==> config.mk <==
export PLATFORM = sky130hd
export DESIGN_NAME = sic_exec_mem_lsq_flat
export DESIGN_NICKNAME = d
export VERILOG_FILES = /design/src/rtl/sic_exec_mem_lsq_if.sv /design/src/rtl/sic_exec_mem_lsq.sv /design/src/flat_wrapper.sv
export SDC_FILE = /design/constraint.sdc
export NUM_CORES = 1
export LEC_CHECK = 0
export ABC_AREA = 1
export ABC_CLOCK_PERIOD_IN_PS = 2600
export CAP_MARGIN = 15
export CELL_PAD_IN_SITES_DETAIL_PLACEMENT = 0
export CELL_PAD_IN_SITES_GLOBAL_PLACEMENT = 1
export CORE_UTILIZATION = 38
export DETAILED_ROUTE_END_ITERATION = 12
export PLACE_DENSITY = 0.87
export SLEW_MARGIN = 25
export SYNTH_ARGS = -nofsm -noshare
export SYNTH_HDL_FRONTEND = slang
export SYNTH_SLANG_ARGS = --single-unit
export TNS_END_PERCENT = 5
==> constraint.sdc <==
create_clock -name clk -period 2.6 [get_ports clk]
set_input_delay 0.26 -clock clk [delete_from_list [all_inputs] [get_ports clk]]
set_output_delay 0.26 -clock clk [all_outputs]
set_load 0.05 [all_outputs]
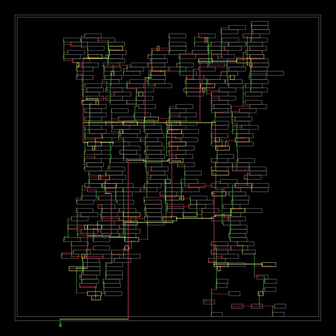
clocks.png
clock buffers: 32
Setup Skew: 0.00978 ns

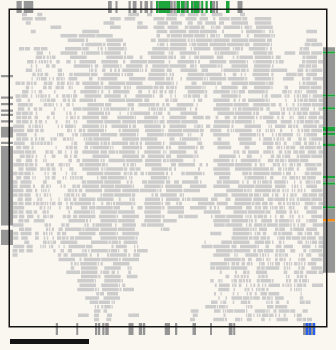
io_placement.png
Scale bar: 50 µm. Pins as bars across the die edge, other pins in gray.
Orange is bus_mem_grant, pins 1, direction input, edge right. Blue is bus_count, pins 3, direction output, edge bottom. Green is bus_mem_wdata, pins 32, direction output, edge 22 top, 10 right.
Die Span Y: 200 µm
Die W: 200 µm
Port Buf Inserts: 246

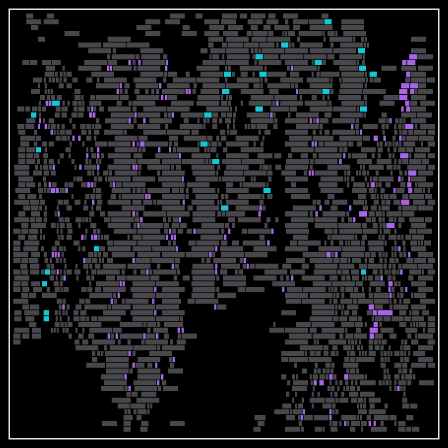
logic_types.png
Purple is nor cells, cells 187, where all over the die. Cyan is non-inverting ao/oa cells, cells 27.
most frequent logic cell in the layout: edfxtp_1
Comb area share: 25.9%
final non-filler cell total: 2409

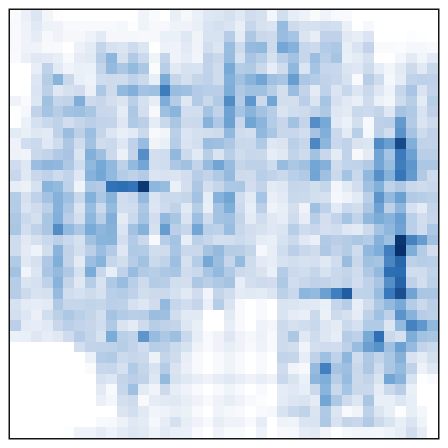
metal_density.png
40 x 40 tiles, from white (low) to dark blue (high), scaled to the fullest tile. Values are wire area over tile area, all layers added.
The emptiest ninth of the die: bottom middle. The fullest tile reaches 0.77. 4.9% of the tiles are over half the peak. 9.2% of the tiles are nearly empty. The densest ninth of the die: right middle. The mean over all tiles is 0.17.
total track usage: 21.0%
Vias: 12.3k
Routed WL per cell: 17.9 µm
Detailed Route WL: 43.0 mm

==> flow_metrics.py <==
# Flow results
metrics = {
    "synthesis": {
        "syn-num-nets": 1618,
        "yosysSeqAreaShare_pct": 60.6,
        "async_reset_ff_share_pct": 0,
        "ys_cells": 1442,
        "syn_inst": 1442,
        "edf_count": 292,
        "syn_area_mm2": 0.0149,
        "synth_area_per_cell_um2": 10.3,
        "yosys_warnings": 0,
    },
    "cts": {
        "cts_tree": "done",
        "clockBufferDepth": 3,
        "clock-sinks": 305,
        "cts_resized": 85,
        "ctsHoldBuffers": 0,
        "clk_latency_ns": 0.54,
        "h-tree-depth": 1,
        "cts_buffers": 29,
        "cts_setup_buffers": 10,
        "clk_pin_slew_worst_paths_ns": 0.06,
    },
    "pwr": {
        "p_seq_share_pct": 20.7,
        "p_int_mw": 16.2,
        "peakVddDrop_mv": 0.865,
        "p_sw_mw": 12.5,
        "switching_share_pct": 43.6,
        "power_density_mw_per_mm2": 1290,
        "static-leakage-power_nw": 8.70,
    },
    "grt": {
        "grt_pass1_wl_mm": 64.6,
        "grt_max_degree": 91,
        "gr-total-overflow": 0,
        "grt_pass1_vias": 12200,
        "antenna_found_initial": 5,
    },
    "detailed_routing": {
        "drc": 0,
        "dr.pass1.iters": 5,
        "antenna_left": 0,
        "drtIter0Drc": 767,
    },
    "place": {
        "place_inst": 2324,
        "hpwl_mm": 30.5,
    },
    "setup_path": {
        "start_kind": "register",
        "slowest_delay_ns": 0.37,
        "path_cells": "buf_12 -> clkinv_8 -> buf_4 -> nand2_1 -> nand3_1 -> nand2_2 -> buf_12 -> inv_2 -> or2_1 -> nand2_1 -> nand2_1 -> o21ai_2 -> o21ai_2 -> buf_6 -> buf_4 -> o21ai_2 -> nor2_4 -> buf_12",
        "cpMaxStageDelayCell": "dfxtp_4",
        "critical_path_class": "reg -> out",
        "critPathRequiredTime_ns": 2.34,
        "cp-end-kind": "output port",
        "crit_buf_inv": 8,
        "crit_arrival_ns": 2.75,
        "critPathTopFamily": "buffers and inverters",
    },
    "layout": {
        "drive_above_1_share_pct": 27.3,
        "fin_nets": 2041,
        "areaGrowthSynthToFinish_pct": 50.0,
    },
    "status": {
        "status": "finished, violations left",
        "violations": "setup timing",
    },
    "final_timing": {
        "rsz0062_at_grt": "yes",
        "hold_viol": 0,
        "setup_ws_ns": -0.411,
        "max_slew_margin_pct": 64.1,
        "tightest_slew_ns": 0.534,
        "whs_ns": 0.350,
        "final.period_utilization_pct": 116,
        "finalSetupViolations": 98,
    },
    "run": {
        "log.warning_count": 35,
        "cap_violations": 0,
    },
    "floorplanning": {
        "initCoreUtil_pct": 38.5,
        "ioPinCount": 247,
        "rows": 72,
        "chip_area_mm2": 0.0400,
        "coreArea_mm2": 0.0386,
    },
    "min_path": {
        "whs_path_depth": 1,
    },
}
-- layer usage --
layer  vias to the layer above  wire length (µm)  global-route usage (%)
li1                       5979                 -                       -
met1                      5891             16900                    24.1
met2                       388             22500                    39.2
met3                        78              2520                    3.56
met4                         4              1140                    7.01
met5                         -                28                       0
-- placed cells by master, fill, tap and decap left out, drive strengths merged --
cell type / count
buf: 318
edfxtp: 292
nand2: 271
o21ai: 185
nor2: 177
clkdlybuf4s50: 135
inv: 101
a21oi: 87
nand3: 53
o22ai: 47
ha: 41
clkbuf: 33
xor2: 21
a32o: 18
clkinv: 17
dfxtp: 13
xnor2: 9
o221ai: 8
a21o: 6
nor3: 6
a211oi: 6
nand4: 6
clkinvlp: 5
o211ai: 5
a31oi: 4
bufinv: 4
diode: 3
nand3b: 3
nor4: 3
o21bai: 3
o21a: 2
a21boi: 2
fa: 2
o221a: 1
and3: 1
or2: 1
o311ai: 1
nor3b: 1
-- cells by family (layout without fill, tap and decap cells) --
logic type,Yosys count,after routing,share of synthesized area [%]
flip-flops,305,305,60.6
XOR/XNOR,30,30,1.76
AND-OR/OR-AND,375,375,14.7
other,0,3,0
adder cells (fa/ha/maj),43,43,3.71
AND/OR/NAND/NOR,521,522,14.6
buffers and inverters,168,613,4.63
-- final cells by class --
cell class              count  area (µm²)
diodes                      3        7.51
repair inverters            3        26.3
flip-flops and latches    305        9030
clock inverters            22         234
fillers                  3133       16300
clock buffers              32         737
repair buffers            454        5450
well taps                 518         648
multi-input cells         970        5790
inverters                 102         408
-- power groups by stage --
stage | logic [mW] | registers [mW] | clock network [mW]
after floorplan | 8.57 | 6.06 | 0
after global placement | 16.6 | 6.04 | 0
after detailed placement | 16.8 | 6.05 | 0
after CTS | 17.7 | 5.96 | 4.28
after global routing | 19.6 | 5.96 | 4.46
final | 18.6 | 5.94 | 4.21
-- Yosys cell counts (3+ instances only) --
master,instances,area [µm²]
nor4_1,3,18.8
edfxtp_1,292,8770
o21ai_0,181,906
inv_2,5,18.8
xnor2_1,9,78.8
a32o_1,18,180
inv_1,96,360
nand4_1,5,31.3
buf_2,9,45.0
a21oi_2,9,78.8
nand2_2,10,62.6
o211ai_1,3,22.5
ha_1,41,513
xor2_1,21,184
nand3b_1,3,22.5
nand3_1,49,245
a31oi_1,4,25.0
nand2_1,259,972
o21bai_1,3,22.5
nor2_1,174,653
a21o_1,6,45.0
dfxtp_1,13,260
nor3_1,6,30.0
buf_1,10,37.5
a211oi_1,6,45.0
o221ai_1,8,70.1
buf_6,5,56.3
o22ai_1,47,294
a21oi_1,78,390
clkbuf_1,40,150
-- through the flow --
stage          power (mW)  area [µm²]  setup TNS [ns]  setup slack (ns)  utilization [%]
2_1_floorplan        14.6       15000          -64.17            -0.269                -
3_3_place_gp         22.7       20400          -27.93            -0.554             52.8
3_5_place_dp         22.9       20400          -31.64            -0.535             52.8
4_1_cts              27.9       21800          -20.91            -0.390             56.5
5_1_grt              30.0       22300          -31.45            -0.543             57.8
6_report             28.7       22300          -17.77            -0.411             57.8
Power is estimated from default activity; no workload was simulated.
